**src/rtl/overlap_accum_if.sv**
```systemverilog
// Term/result handshake bundle for overlap_accum: upstream term stream (s_*) and
// downstream frame result stream (m_*).
interface overlap_accum_if #(
  parameter int unsigned W  = 11,
  parameter int unsigned CW = 4
);
  logic           s_valid;
  logic           s_ready;
  logic [W-1:0]   s_in1;
  logic [W-1:0]   s_in2;
  logic [W-1:0]   s_in3;
  logic [W-1:0]   s_in4;
  logic           s_last;
  logic           m_valid;
  logic           m_ready;
  logic [2*W:0]   m_data;
  logic [CW-1:0]  m_terms;
  logic           m_ovf;

  // The accumulator consumes terms and produces results.
  modport slave (
    input  s_valid, s_in1, s_in2, s_in3, s_in4, s_last, m_ready,
    output s_ready, m_valid, m_data, m_terms, m_ovf
  );

  modport master (
    output s_valid, s_in1, s_in2, s_in3, s_in4, s_last, m_ready,
    input  s_ready, m_valid, m_data, m_terms, m_ovf
  );
endinterface

```
**src/rtl/overlap_accum.sv**
```systemverilog
// Karatsuba overlap combiner: interleaves four partial products per term into a
// 2W+1 bit word and XOR-accumulates terms per frame, with overflow tracking.
module overlap_accum #(
  parameter int unsigned W         = 11,
  parameter int unsigned MAX_TERMS = 8,
  parameter int unsigned CW        = $clog2(MAX_TERMS + 1)
) (
  input logic            clk,
  input logic            rst_n,
  overlap_accum_if.slave bus
);

  localparam int unsigned DW = 2 * W + 1;
  localparam logic [CW-1:0] MaxCnt = CW'(MAX_TERMS);

  typedef enum logic {StEmpty, StAccum} state_e;

  state_e          state_q, state_d;
  logic            s1_valid_q, s1_valid_d;
  logic            s1_last_q, s1_last_d;
  logic [DW-1:0]   s1_c_q, s1_c_d;
  logic [DW-1:0]   acc_q, acc_d;
  logic [CW-1:0]   cnt_q, cnt_d;
  logic            ovf_q, ovf_d;
  logic            m_valid_q, m_valid_d;
  logic [DW-1:0]   m_data_q, m_data_d;
  logic [CW-1:0]   m_terms_q, m_terms_d;
  logic            m_ovf_q, m_ovf_d;

  logic [DW-1:0]   comb;
  logic            s1_adv, s_ready, s_acc, cnt_sat;
  logic [CW-1:0]   cnt_inc;

  // Even bits carry in1 and in4 shifted up one position; odd bits carry in2 ^ in3.
  always_comb begin
    comb = '0;
    for (int k = 0; k < W; k++) begin
      comb[2*k]   = bus.s_in1[k];
      comb[2*k+1] = bus.s_in2[k] ^ bus.s_in3[k];
    end
    for (int k = 1; k <= W; k++) begin
      comb[2*k] = comb[2*k] ^ bus.s_in4[k-1];
    end
  end

  always_comb begin
    // A last term stalls in S1 only while an unaccepted result occupies the output.
    s1_adv  = s1_valid_q && !(s1_last_q && m_valid_q && !bus.m_ready);
    s_ready = !s1_valid_q || s1_adv;
    s_acc   = bus.s_valid && s_ready;
    cnt_sat = (cnt_q == MaxCnt);
    cnt_inc = cnt_sat ? cnt_q : cnt_q + CW'(1);

    s1_valid_d = s_acc ? 1'b1 : (s1_adv ? 1'b0 : s1_valid_q);
    s1_c_d     = s_acc ? comb : s1_c_q;
    s1_last_d  = s_acc ? bus.s_last : s1_last_q;

    state_d   = state_q;
    acc_d     = acc_q;
    cnt_d     = cnt_q;
    ovf_d     = ovf_q;
    m_valid_d = m_valid_q && !bus.m_ready;
    m_data_d  = m_data_q;
    m_terms_d = m_terms_q;
    m_ovf_d   = m_ovf_q;

    if (s1_adv) begin
      if (s1_last_q) begin
        m_data_d  = acc_q ^ s1_c_q;
        m_terms_d = cnt_inc;
        m_ovf_d   = ovf_q | cnt_sat;
        m_valid_d = 1'b1;
        acc_d     = '0;
        cnt_d     = '0;
        ovf_d     = 1'b0;
        state_d   = StEmpty;
      end else begin
        acc_d   = acc_q ^ s1_c_q;
        cnt_d   = cnt_inc;
        ovf_d   = ovf_q | cnt_sat;
        state_d = StAccum;
      end
    end
  end

  always_ff @(posedge clk or negedge rst_n) begin
    if (!rst_n) begin
      state_q    <= StEmpty;
      s1_valid_q <= 1'b0;
      s1_last_q  <= 1'b0;
      s1_c_q     <= '0;
      acc_q      <= '0;
      cnt_q      <= '0;
      ovf_q      <= 1'b0;
      m_valid_q  <= 1'b0;
      m_data_q   <= '0;
      m_terms_q  <= '0;
      m_ovf_q    <= 1'b0;
    end else begin
      state_q    <= state_d;
      s1_valid_q <= s1_valid_d;
      s1_last_q  <= s1_last_d;
      s1_c_q     <= s1_c_d;
      acc_q      <= acc_d;
      cnt_q      <= cnt_d;
      ovf_q      <= ovf_d;
      m_valid_q  <= m_valid_d;
      m_data_q   <= m_data_d;
      m_terms_q  <= m_terms_d;
      m_ovf_q    <= m_ovf_d;
    end
  end

  assign bus.s_ready = s_ready;
  assign bus.m_valid = m_valid_q;
  assign bus.m_data  = m_data_q;
  assign bus.m_terms = m_terms_q;
  assign bus.m_ovf   = m_ovf_q;

endmodule

```
**src/flat_wrapper.sv**
```systemverilog
// flat-port wrapper written by rule: the top's interface ports become plain ports
module overlap_accum_flat 
#(
  parameter int unsigned W         = 11,
  parameter int unsigned MAX_TERMS = 8,
  parameter int unsigned CW        = $clog2(MAX_TERMS + 1)
)
  (clk, rst_n, bus_s_valid, bus_s_in1, bus_s_in2, bus_s_in3, bus_s_in4, bus_s_last, bus_m_ready, bus_s_ready, bus_m_valid, bus_m_data, bus_m_terms, bus_m_ovf);
  overlap_accum_if #(.W(W), .CW(CW)) bus_i ();
  input logic clk;
  input logic rst_n;
  input wire logic [$bits(bus_i.s_valid)-1:0] bus_s_valid;
  input wire logic [$bits(bus_i.s_in1)-1:0] bus_s_in1;
  input wire logic [$bits(bus_i.s_in2)-1:0] bus_s_in2;
  input wire logic [$bits(bus_i.s_in3)-1:0] bus_s_in3;
  input wire logic [$bits(bus_i.s_in4)-1:0] bus_s_in4;
  input wire logic [$bits(bus_i.s_last)-1:0] bus_s_last;
  input wire logic [$bits(bus_i.m_ready)-1:0] bus_m_ready;
  output wire logic [$bits(bus_i.s_ready)-1:0] bus_s_ready;
  output wire logic [$bits(bus_i.m_valid)-1:0] bus_m_valid;
  output wire logic [$bits(bus_i.m_data)-1:0] bus_m_data;
  output wire logic [$bits(bus_i.m_terms)-1:0] bus_m_terms;
  output wire logic [$bits(bus_i.m_ovf)-1:0] bus_m_ovf;
  assign bus_i.s_valid = bus_s_valid;
  assign bus_i.s_in1 = bus_s_in1;
  assign bus_i.s_in2 = bus_s_in2;
  assign bus_i.s_in3 = bus_s_in3;
  assign bus_i.s_in4 = bus_s_in4;
  assign bus_i.s_last = bus_s_last;
  assign bus_i.m_ready = bus_m_ready;
  assign bus_s_ready = bus_i.s_ready;
  assign bus_m_valid = bus_i.m_valid;
  assign bus_m_data = bus_i.m_data;
  assign bus_m_terms = bus_i.m_terms;
  assign bus_m_ovf = bus_i.m_ovf;
  overlap_accum #(.W(W), .MAX_TERMS(MAX_TERMS), .CW(CW)) u_core (.clk(clk), .rst_n(rst_n), .bus(bus_i));
endmodule
```
**config.mk**
```make
export PLATFORM = sky130hd
export DESIGN_NAME = overlap_accum_flat
export DESIGN_NICKNAME = d
export VERILOG_FILES = /design/src/rtl/overlap_accum_if.sv /design/src/rtl/overlap_accum.sv /design/src/flat_wrapper.sv
export SDC_FILE = /design/constraint.sdc
export NUM_CORES = 1
export LEC_CHECK = 0
export CORE_AREA = 2 2 93 95
export CTS_CLUSTER_SIZE = 12
export DETAILED_ROUTE_END_ITERATION = 10
export DIE_AREA = 0 0 95 97
export GPL_TIMING_DRIVEN = 0
export PLACE_DENSITY = 0.87
export SLEW_MARGIN = 20
export SYNTH_ARGS = -nofsm -noshare
export SYNTH_HDL_FRONTEND = slang
export SYNTH_SLANG_ARGS = --single-unit
```
**constraint.sdc**
```tcl
create_clock -name clk -period 3.1 [get_ports clk]
set_input_delay 0.465 -clock clk [delete_from_list [all_inputs] [get_ports clk]]
set_output_delay 0.465 -clock clk [all_outputs]
set_load 0.01 [all_outputs]
```
Fig. 1: signal metal coverage by tile
Drawn at 4 px/um. The die is cut into 19 by 19 equal tiles; black is low, pale yellow is high, scaled to the fullest tile. Values are wire area over tile area, all layers added.
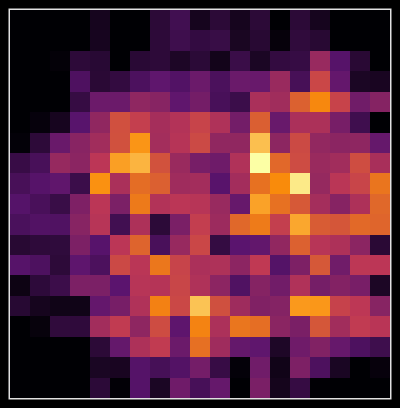
- nearly empty tiles: 16%
- fullest tile: 0.45
- emptiest ninth of the die: top left
- tiles over half the peak: 19%
- densest ninth of the die: right middle
final WL: 7960 um
drt wl/cell: 16.0 um

Fig. 2: the clock network
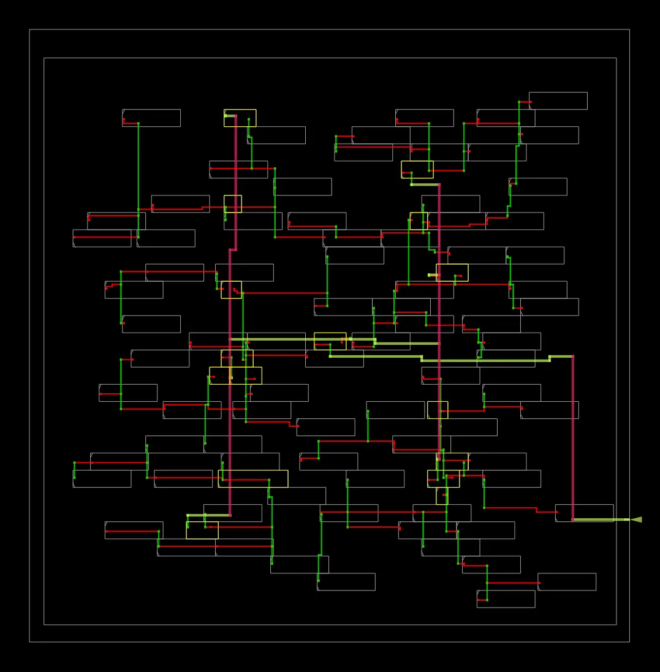
Final Skew: 0.0157 ns
power in the clock group: 0.000792 W

Fig. 3: M3 wires
Drawn at 4 px/um.
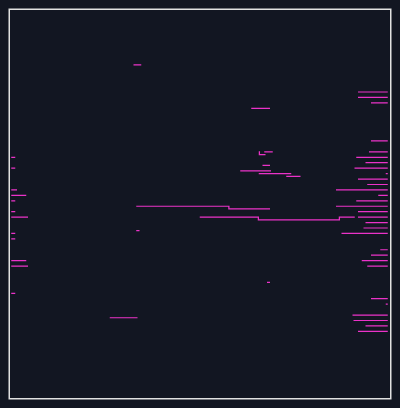
- main direction: horizontal
- wire length on this layer: 312 um
- nets with wire on the layer: 48
count of vias placed by the detailed router: 2645
met3 usage: 3.27%

Fig. 4: sequential cells grouped by signal name
Drawn at 4 px/um. Other sequential cells in the stronger grey, the rest of the logic in the fainter grey.
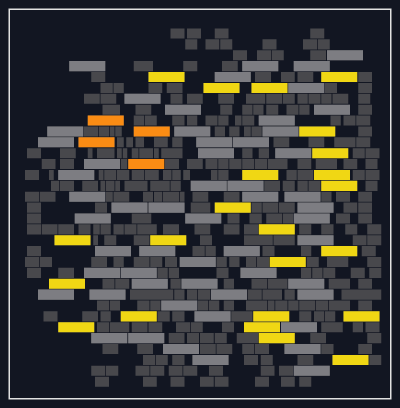
- orange: u_core.cnt_q (flops 4)
- yellow: u_core.bus.m_data (flops 23; where spread over the die)
sequential standard cell area: 0.00205 sq mm
Util after Layout: 63.1%

-- layout make-up --
cell class	instances	area (sq um)
Fill cell	638	3000
Sequential cell	82	2050
Multi-Input combinational cell	197	1810
Timing Repair Buffer	79	806
Tap cell	105	131
Clock buffer	9	124
Buffer	14	116
Clock inverter	7	76.3
Inverter	5	18.8
-- where the power goes --
| group | internal (W) | switching, W | leakage [nW] |
|---|---|---|---|
| registers | 0.00146 | 0.000342 | 0.996 |
| clock network | 0.000378 | 0.000415 | 0.0962 |
| logic | 0.000926 | 0.000511 | 1.20 |
-- through the flow --
stage	util [%]	worst slack, ns
after global routing	63.1	0.913
after CTS	63.1	0.930
after detailed placement	60.6	0.938
final	63.1	0.929
after floorplan	-	1.60
after global placement	60.3	-1.27
==> impl_results.rst <==
Synthesis and place-and-route
=============================

.. list-table::
   :header-rows: 1

   * - Metric
     - Value
   * - Status
     - finished clean
   * - Syn-to-layout area delta
     - 28.5%
   * - Worst min path class
     - in -> async
   * - Mux share
     - 16.1%
   * - Largest net degree at the start of global routing
     - 46
   * - Core Density at Floorplan
     - 49.1%
   * - Most frequently placed logic cell in the final layout
     - sky130_fd_sc_hd__dfrtp_1
   * - Number of violations of the max-capacitance limit
     - 0
   * - Clock Sink Count
     - 82
   * - Post-synthesis compound-gate area fraction
     - 6.74%
   * - Main logic family after synthesis
     - multiplexers
   * - Sum of net half-perimeters after detailed placement
     - 5720 um
   * - Ys cells
     - 298
   * - Worst-Margin Slew
     - 0.506 ns
   * - Chip area
     - 0.00922 sq mm
   * - Top-level I/O count
     - 79
   * - Setup Viol. Count Final
     - 0
   * - Seq cells post-synth
     - 82
   * - Buffers inserted during post-CTS setup optimization
     - 0
   * - Share of layout cells above drive strength 1
     - 21.4%
   * - Power density of the placed cells
     - 786 mW/mm^2
   * - R2R depth
     - 6
   * - Arrival time of data at the critical path endpoint
     - 1.71 ns
   * - Area share of the largest cell type after synthesis
     - 51.4%
   * - Average via count per standard cell
     - 5.31
   * - TritonCTS clock tree
     - built
   * - Worst setup startpoint
     - bus_m_ready
   * - Critical path's top delay family
     - buffers and inverters
   * - Fraction of the cycle the final worst path needs
     - 70.0%
   * - Synth Area in Adders
     - 0.627%
   * - Post-placement cell count
     - 482
   * - Max-slew headroom
     - 66.2%
   * - CTS buffer count
     - 9
   * - Post-cts gate resize count
     - 0
   * - Library cell contributing the largest single delay on the critical path
     - sky130_fd_sc_hd__clkdlybuf4s50_1
   * - Sum of met3 wire segment lengths after detailed routing
     - 312 um
   * - Number of library cell types mapped by synthesis
     - 36
   * - Area of the core region
     - 0.00813 sq mm
   * - Syn Inst Count
     - 298
   * - Cells taking the most area after synthesis
     - sky130_fd_sc_hd__dfrtp_1 51%, sky130_fd_sc_hd__mux2_2 10%, sky130_fd_sc_hd__xor2_1 9.7%, sky130_fd_sc_hd__nor3b_1 8.5%, sky130_fd_sc_hd__a211o_1 4.8%
   * - Endpoint class of the critical path
     - output pin
   * - Antenna Cells
     - 0
   * - Met2 capacity usage during global routing
     - 31.4%
   * - Num rows
     - 33
   * - Slowest stage delay, CP
     - 0.54 ns
   * - Synthesized-area fraction occupied by and/or/nand/nor cells
     - 11.7%
   * - Logic depth of the worst path, buffers included
     - 3
   * - Average footprint of a synthesized cell
     - 13.4 sq um
   * - Global-route usage over all layers
     - 18.4%
   * - Initial antenna violation count
     - 0
   * - Total global routing overflow
     - 0
   * - Commonest cells post-synth
     - 82 x sky130_fd_sc_hd__dfrtp_1, 45 x sky130_fd_sc_hd__nor3b_1, 44 x sky130_fd_sc_hd__xor2_1
   * - Final standard cell count with taps included and fillers excluded
     - 498
   * - Endpoint of the most critical register-to-register path
     - u_core.bus.m_terms[0]$_DFFE_PN0P_
   * - Met1 layer wirelength in the final routing
     - 3500 um
   * - Top routing layer in use
     - met4
   * - Chip area estimate from yosys synthesis
     - 0.00399 sq mm
   * - Worst hold margin
     - 0.0596 ns
   * - Post-Syn Nets
     - 349
   * - Area of the mapped netlist
     - 0.00399 sq mm
   * - Number of warning messages in the logs
     - 27
   * - Hold_buf cts
     - 0
   * - Number of optimization iterations in the first detailed-route pass
     - 4
   * - Chip Height
     - 97 um
   * - Tot Pwr
     - 0.00403 W
   * - Launch instance of the worst register-to-register path
     - u_core.cnt_q[0]$_DFFE_PN0N_
   * - Top cell type by total area after synthesis
     - sky130_fd_sc_hd__dfrtp_1
   * - Sequential element share of the synthesized area
     - 51.4%
   * - VDD IR-drop max
     - 0.000337 V
   * - Wire length of the first global-routing pass
     - 13100 um
   * - Setup_tns
     - 0 ns
   * - Register clock-pin slew on the reported worst setup and hold paths
     - 0.09 ns
   * - DRT iter0 DRCs
     - 107
   * - Number of H-tree levels
     - 3
   * - Proportion of register bits with asynchronous set or reset after synthesis
     - 100%
   * - Insertion delay to the later sink of the worst-skew pair
     - 0.36 ns
   * - Setup repair after global routing missed its margin
     - no
   * - Clock Path Buffers
     - 2
   * - Commonest cells after routing, fill and taps aside
     - 82 x sky130_fd_sc_hd__dfrtp_1, 77 x sky130_fd_sc_hd__clkdlybuf4s50_1, 45 x sky130_fd_sc_hd__nor3b_1, 44 x sky130_fd_sc_hd__xor2_1, 36 x sky130_fd_sc_hd__mux2_2
   * - Busiest layer in global routing
     - met2
   * - Primary flip-flop cell chosen by synthesis mapping
     - sky130_fd_sc_hd__dfrtp_1
   * - Critical path endpoint
     - bus_s_ready
   * - Area of all placed cells without fillers
     - 0.00513 sq mm
Power and IR drop assume default switching activity.
